## src/rtl/clock_pkg.sv

```systemverilog
// Shared types and BCD helpers for the 12-hour clock and its alarm stage.
// Latency: none (types, constants and a pure function).
// Backpressure: not applicable.
package clock_pkg;

  typedef enum logic [1:0] {
    ST_DISARMED = 2'd0,
    ST_ARMED    = 2'd1,
    ST_RINGING  = 2'd2,
    ST_SNOOZE   = 2'd3
  } alarm_state_e;

  localparam logic [7:0] HOUR_MIN = 8'h01;
  localparam logic [7:0] HOUR_MAX = 8'h12;
  localparam logic [7:0] MIN_MAX  = 8'h59;

  // Both nibbles must be decimal digits; once they are, BCD values compare
  // correctly as plain binary, so the upper bound is a simple magnitude check.
  function automatic logic bcd_valid(input logic [7:0] value, input logic [7:0] limit);
    return (value[7:4] <= 4'd9) && (value[3:0] <= 4'd9) && (value <= limit);
  endfunction

endpackage

```

## src/rtl/alarm_tick_timer.sv

```systemverilog
// Load / count-down timer advanced by the 1 Hz tick, with a terminal strobe.
// Latency: load takes effect next clk; done is combinational on the final tick.
// Backpressure: none; tick low freezes the count.
module alarm_tick_timer #(
  parameter int WIDTH = 6
) (
  input  logic             clk,
  input  logic             reset,
  input  logic             load,
  input  logic [WIDTH-1:0] load_val,
  input  logic             tick,
  output logic             done
);

  logic [WIDTH-1:0] count;

  // Load has priority; otherwise count down on tick and saturate at zero.
  always_ff @(posedge clk) begin
    if (reset) begin
      count <= '0;
    end else if (load) begin
      count <= load_val;
    end else if (tick && (count != '0)) begin
      count <= count - 1'b1;
    end
  end

  // The tick that consumes the last remaining count is the expiry event.
  assign done = tick && (count == WIDTH'(1));

endmodule

```

## src/rtl/alarm_unit_12h.sv

```systemverilog
// Alarm stage behind the 12h BCD timekeeper: stored alarm time, arm/ring/snooze FSM.
// Latency: ring rises one clk after the first matching cycle; strobes act next clk.
// Backpressure: none; all controls are single-cycle strobes, ena low freezes timers.
module alarm_unit_12h
  import clock_pkg::*;
#(
  parameter int RING_TIMEOUT_S = 60,
  parameter int SNOOZE_MIN     = 9,
  parameter int MAX_SNOOZES    = 3
) (
  input  logic       clk,
  input  logic       reset,
  input  logic       ena,
  input  logic [7:0] hh,
  input  logic [7:0] mm,
  input  logic [7:0] ss,
  input  logic       pm,
  input  logic       set_valid,
  input  logic [7:0] set_hh,
  input  logic [7:0] set_mm,
  input  logic       set_pm,
  input  logic       arm,
  input  logic       disarm,
  input  logic       snooze,
  input  logic       stop,
  output logic [7:0] alarm_hh,
  output logic [7:0] alarm_mm,
  output logic       alarm_pm,
  output logic       armed,
  output logic       ring,
  output logic       beep,
  output logic       snoozing,
  output logic [1:0] snooze_cnt,
  output logic       set_err
);

  localparam int SNZ_LOAD = SNOOZE_MIN * 60;
  localparam int RING_W   = $clog2(RING_TIMEOUT_S + 1);
  localparam int SNZ_W    = $clog2(SNZ_LOAD + 1);

  localparam logic [RING_W-1:0] RING_INIT = RING_W'(RING_TIMEOUT_S);
  localparam logic [SNZ_W-1:0]  SNZ_INIT  = SNZ_W'(SNZ_LOAD);
  localparam logic [1:0]        MAX_CNT   = 2'(MAX_SNOOZES);

  alarm_state_e state;
  alarm_state_e next_state;

  logic set_ok;
  logic match;
  logic match_d;
  logic trigger;
  logic in_ring;
  logic in_snz;
  logic next_ring;
  logic next_snz;
  logic cnt_clr;
  logic cnt_inc;

  logic              ring_load;
  logic [RING_W-1:0] ring_load_val;
  logic              ring_tick;
  logic              ring_done;
  logic              snz_load;
  logic [SNZ_W-1:0]  snz_load_val;
  logic              snz_tick;
  logic              snz_done;

  assign set_ok = bcd_valid(set_hh, HOUR_MAX) && (set_hh >= HOUR_MIN) &&
                  bcd_valid(set_mm, MIN_MAX);

  // Edge-detect the match so a whole matching second yields one trigger,
  // whether or not ena lines up with the first matching cycle.
  assign match   = (hh == alarm_hh) && (mm == alarm_mm) && (pm == alarm_pm) && (ss == 8'h00);
  assign trigger = match && !match_d;

  assign in_ring   = (state == ST_RINGING);
  assign in_snz    = (state == ST_SNOOZE);
  assign next_ring = (next_state == ST_RINGING);
  assign next_snz  = (next_state == ST_SNOOZE);

  // Timers only advance in their own state; they reload on entry and are
  // zeroed on exit so a stale count never carries into a later event.
  assign ring_tick     = ena && in_ring;
  assign ring_load     = next_ring ^ in_ring;
  assign ring_load_val = next_ring ? RING_INIT : '0;
  assign snz_tick      = ena && in_snz;
  assign snz_load      = next_snz ^ in_snz;
  assign snz_load_val  = next_snz ? SNZ_INIT : '0;

  alarm_tick_timer #(.WIDTH(RING_W)) u_ring_timer (
    .clk      (clk),
    .reset    (reset),
    .load     (ring_load),
    .load_val (ring_load_val),
    .tick     (ring_tick),
    .done     (ring_done)
  );

  alarm_tick_timer #(.WIDTH(SNZ_W)) u_snz_timer (
    .clk      (clk),
    .reset    (reset),
    .load     (snz_load),
    .load_val (snz_load_val),
    .tick     (snz_tick),
    .done     (snz_done)
  );

  // Next-state decode in priority order: disarm, stop, set, snooze, trigger/timeouts, arm.
  always_comb begin
    next_state = state;
    cnt_clr    = 1'b0;
    cnt_inc    = 1'b0;
    if (disarm) begin
      next_state = ST_DISARMED;
      cnt_clr    = 1'b1;
    end else if (stop && (in_ring || in_snz)) begin
      next_state = ST_ARMED;
      cnt_clr    = 1'b1;
    end else if (set_valid) begin
      // A new alarm time silences the current event; a rejected one changes nothing.
      if (set_ok && (in_ring || in_snz)) begin
        next_state = ST_ARMED;
        cnt_clr    = 1'b1;
      end
    end else begin
      case (state)
        ST_DISARMED: if (arm) next_state = ST_ARMED;
        ST_ARMED:    if (trigger) next_state = ST_RINGING;
        ST_RINGING: begin
          if (snooze && (snooze_cnt < MAX_CNT)) begin
            next_state = ST_SNOOZE;
            cnt_inc    = 1'b1;
          end else if (ring_done) begin
            next_state = ST_ARMED;
            cnt_clr    = 1'b1;
          end
        end
        ST_SNOOZE:   if (snz_done) next_state = ST_RINGING;
        default:     next_state = ST_DISARMED;
      endcase
    end
  end

  // State register with registered status outputs, beep and snooze count.
  always_ff @(posedge clk) begin
    if (reset) begin
      state      <= ST_DISARMED;
      armed      <= 1'b0;
      ring       <= 1'b0;
      snoozing   <= 1'b0;
      beep       <= 1'b0;
      snooze_cnt <= 2'd0;
    end else begin
      state    <= next_state;
      armed    <= (next_state != ST_DISARMED);
      ring     <= next_ring;
      snoozing <= next_snz;
      if (!next_ring) begin
        beep <= 1'b0;
      end else if (!in_ring) begin
        beep <= 1'b1;
      end else if (ena) begin
        beep <= !beep;
      end
      if (cnt_clr) begin
        snooze_cnt <= 2'd0;
      end else if (cnt_inc) begin
        snooze_cnt <= snooze_cnt + 2'd1;
      end
    end
  end

  // Alarm time storage, set_err pulse and the match history for edge detect.
  always_ff @(posedge clk) begin
    if (reset) begin
      alarm_hh <= HOUR_MAX;
      alarm_mm <= 8'h00;
      alarm_pm <= 1'b0;
      set_err  <= 1'b0;
      match_d  <= 1'b0;
    end else begin
      match_d <= match;
      set_err <= set_valid && !set_ok;
      if (set_valid && set_ok) begin
        alarm_hh <= set_hh;
        alarm_mm <= set_mm;
        alarm_pm <= set_pm;
      end
    end
  end

endmodule

```

## config.mk

```make
export PLATFORM = sky130hd
export DESIGN_NAME = alarm_unit_12h
export DESIGN_NICKNAME = d
export VERILOG_FILES = /design/src/rtl/clock_pkg.sv /design/src/rtl/alarm_tick_timer.sv /design/src/rtl/alarm_unit_12h.sv
export SDC_FILE = /design/constraint.sdc
export NUM_CORES = 1
export LEC_CHECK = 0
export CAP_MARGIN = 30
export CORE_ASPECT_RATIO = 0.8
export CORE_MARGIN = 5
export CORE_UTILIZATION = 29
export DETAILED_ROUTE_END_ITERATION = 8
export GPL_TIMING_DRIVEN = 0
export PLACE_DENSITY = 0.6
export SYNTH_ARGS = -nofsm -noshare
export SYNTH_HDL_FRONTEND = slang
export SYNTH_SLANG_ARGS = --single-unit
```

## constraint.sdc

```tcl
create_clock -name clk -period 3.7 [get_ports clk]
set_clock_uncertainty 0.2 [all_clocks]
set_input_delay 0.74 -clock clk [delete_from_list [all_inputs] [get_ports clk]]
set_output_delay 0.74 -clock clk [all_outputs]
set_load 0.01 [all_outputs]
```

**Signal wires on met3**

The bar under the picture is 20 um long.
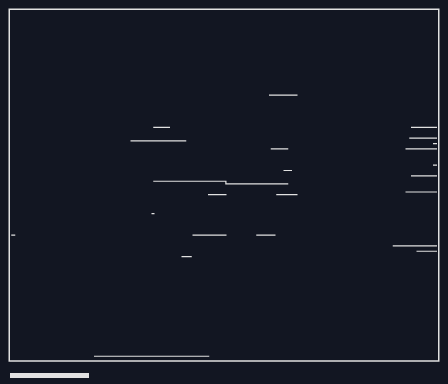
main direction: horizontal
longest straight run: 28.7 um
share of all routed wire: 2.8%

**Port wiring**

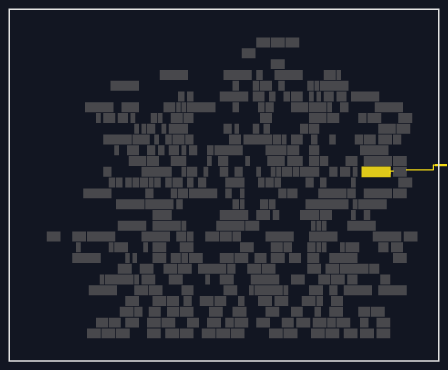
legend:
  yellow:
    port: ring
    direction: output
    edge: right
    end_cells: 1
    buffers: 1
    wire: 10.4 um

**Cells coloured by class**

Fill, decap, tap and diode cells in grey.
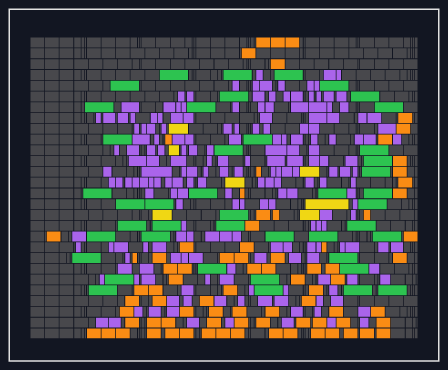
legend:
  green:
    class: flops
    cells: 43
  orange:
    class: other buffers and delay cells
    cells: 80
  yellow:
    class: clock drivers and dummy loads
    cells: 7
  purple:
    class: combinational and other logic
    cells: 201
core area: 0.007462 mm2
post-layout util: 42.96%
design area: 0.003206 mm2
row cnt: 28
fraction of area in registers: 26.85%

==> results.py <==
# Synthesis and PnR figures
metrics = {
    "clock_network": {
        "ctsHoldBuffers": 0,
        "cts.sinks": 43,
        "cts_tree": "built",
        "numCtsBuffers": 5,
        "path_clk_slew_ps": 80,
        "cts_root_buf": "clkbuf_8",
        "htreeDepth": 2,
        "cts_resized": 0,
        "clk_latency_ps": 290,
    },
    "place": {
        "dp_hpwl_um": 4928,
        "post-place-cells": 429,
        "place_ws_ps": -73.62,
        "gp_congestion": 0.8420,
        "dpl_cell_area_mm2": 0.003099,
    },
    "logic_synthesis": {
        "synth_top_cell_by_area": "dfxtp_1",
        "syn_area_per_cell_um2": 8.929,
        "async_flop_share_pct": 0,
        "synth_top_flop_cell": "dfxtp_1",
        "seq_area_frac_synth_pct": 38.57,
        "edf_count": 0,
        "ys_cells": 250,
        "fp_nets": 307,
        "syn_area_mm2": 0.002232,
        "ys.flops": 43,
        "top_cell_area_share_pct": 38.57,
        "area_leaders": "dfxtp_1, xnor2_1, mux2i_1, nor2_1, ha_1",
        "ys_chip_area_mm2": 0.002232,
    },
    "timing": {
        "period_minus_slack_ps": 3483,
        "maxSlewViolCount": 0,
        "relSlewSlack_pct": 56.22,
        "rsz0062_at_grt": "false",
        "finalSetupViolCount": 0,
        "worst_pin_slew_ps": 656.6,
        "finalWorstSetupSlack_ps": 216.6,
    },
    "worst_setup_path": {
        "cp.arrival_ps": 3510,
        "cp-end-kind": "flip-flop",
        "path_cells": "clkdlybuf4s50_1 -> or4_1 -> mux2i_1 -> o21ai_1 -> a22oi_2 -> mux2_2 -> or3_1 -> a21oi_1",
        "cp-start-kind": "input port",
        "cp_max_fo": 10,
        "crit_type": "in2reg",
        "crit_required_ps": 3730,
        "cp_slowest_cell": "or4_1",
    },
    "pwr": {
        "ir_worst_vdd_mv": 0.1427,
        "total_power_mw": 0.9278,
        "power_density_mw_per_mm2": 289.4,
        "p_leak_nw": 1.085,
    },
    "route": {
        "avgRoutedWirePerCell_um": 14.02,
        "viasPerCell": 4.665,
        "wl_um": 6113,
        "drt_iter0_drc": 90,
        "vias": 2034,
        "ant_nets": 0,
    },
    "final_layout": {
        "regArea_um2": 860.8,
        "antenna_cells": 0,
        "num-nets-final": 388,
        "finalNonFillerCells": 436,
        "syn_to_final_growth_pct": 43.61,
        "fillers": 758,
        "layout_top_cell": "clkdlybuf4s50_1",
        "final_layout_top_logic_cells": "clkdlybuf4s50_1, dfxtp_1, xnor2_1, nor2_1, mux2i_1",
        "drive_gt1_share_pct": 4.532,
    },
    "global_routing": {
        "grt_pass1_vias": 1995,
        "antenna_found_initial": 0,
    },
    "floorplanning": {
        "initCoreUtil_pct": 29.91,
        "fp.dieH_um": 88.47,
        "ios": 74,
        "chipArea_mm2": 0.009563,
    },
    "run_status": {
        "status": "completed",
    },
    "job": {
        "warnings": 30,
    },
}
[registers in the layout, indices dropped and copies added (netlist names)]
| name | cells |
|---|---|
| u_ring_timer.count | 6 |
| snoozing | 1 |
| u_snz_timer.count | 10 |
| beep | 1 |
| ring | 1 |
| match_d | 1 |
| alarm_pm | 1 |
| alarm_hh | 8 |
| snooze_cnt | 2 |
| armed | 1 |
| state | 2 |
| alarm_mm | 8 |
| set_err | 1 |
[synth_stat cells, drive strengths merged (5+ instances only)]
cell type  instances
dfxtp             43
nor3b              7
o21ai              7
a22oi              5
inv                9
nand3              9
a21oi             12
nand2b             6
nor3              11
nor2              24
xnor2             25
ha                 7
nand4              6
mux2i             13
nor4               7
nand2             13
[path summary, 6_finish.rpt]
kind	to	slack, ps	start	depth (start not counted)
max	u_snz_timer.count[5]$_SDFFE_PP0P_	220	set_hh[0]	8
min	alarm_mm[7]$_SDFFE_PP0P_	300	alarm_mm[7]$_SDFFE_PP0P_	1
max reg2reg	u_snz_timer.count[5]$_SDFFE_PP0P_	730	u_ring_timer.count[1]$_SDFFE_PP0P_	9
min reg2reg	alarm_mm[7]$_SDFFE_PP0P_	300	alarm_mm[7]$_SDFFE_PP0P_	1
[kinds of logic after synthesis]
kind of cell,synth area share [%]
XOR/XNOR,10.99
buffers and inverters,2.634
AND/OR/NAND/NOR,24.61
multiplexers,6.334
flip-flops,38.57
AND-OR/OR-AND,12.95
adder cells (fa/ha/maj),3.924
[cell type report]
cell class,instances,share of cell area (%)
Multi-Input combinational cell,192,40.94
Sequential cell,43,26.85
Timing Repair Buffer,74,22.95
Tap cell,105,4.098
Clock buffer,5,2.147
Clock inverter,2,1.171
Inverter,9,1.054
Buffer,6,0.7806
[critical path: cells and delay by family]
kind,cells,cell delay [ps]
AND-OR/OR-AND,3,710
buffers and inverters,1,450
multiplexers,2,710
AND/OR/NAND/NOR,2,880
[layer usage]
metal  part of all wire, %  track usage [%]  vias up
met3                   2.8            1.969        5
met4                   1.0            3.555        0
li1                      -                -     1056
met2                    46            21.73       32
met1                    51            18.27      941
met5                     0                0        -
[power by group]
| part | switching [mW] | internal, mW |
|---|---|---|
| registers | 0.00234 | 0.465 |
| logic | 0.0375 | 0.0635 |
| clock network | 0.162 | 0.197 |
| total | 0.202 | 0.726 |
No activity file was given, so power comes from the tool's default toggle rates.
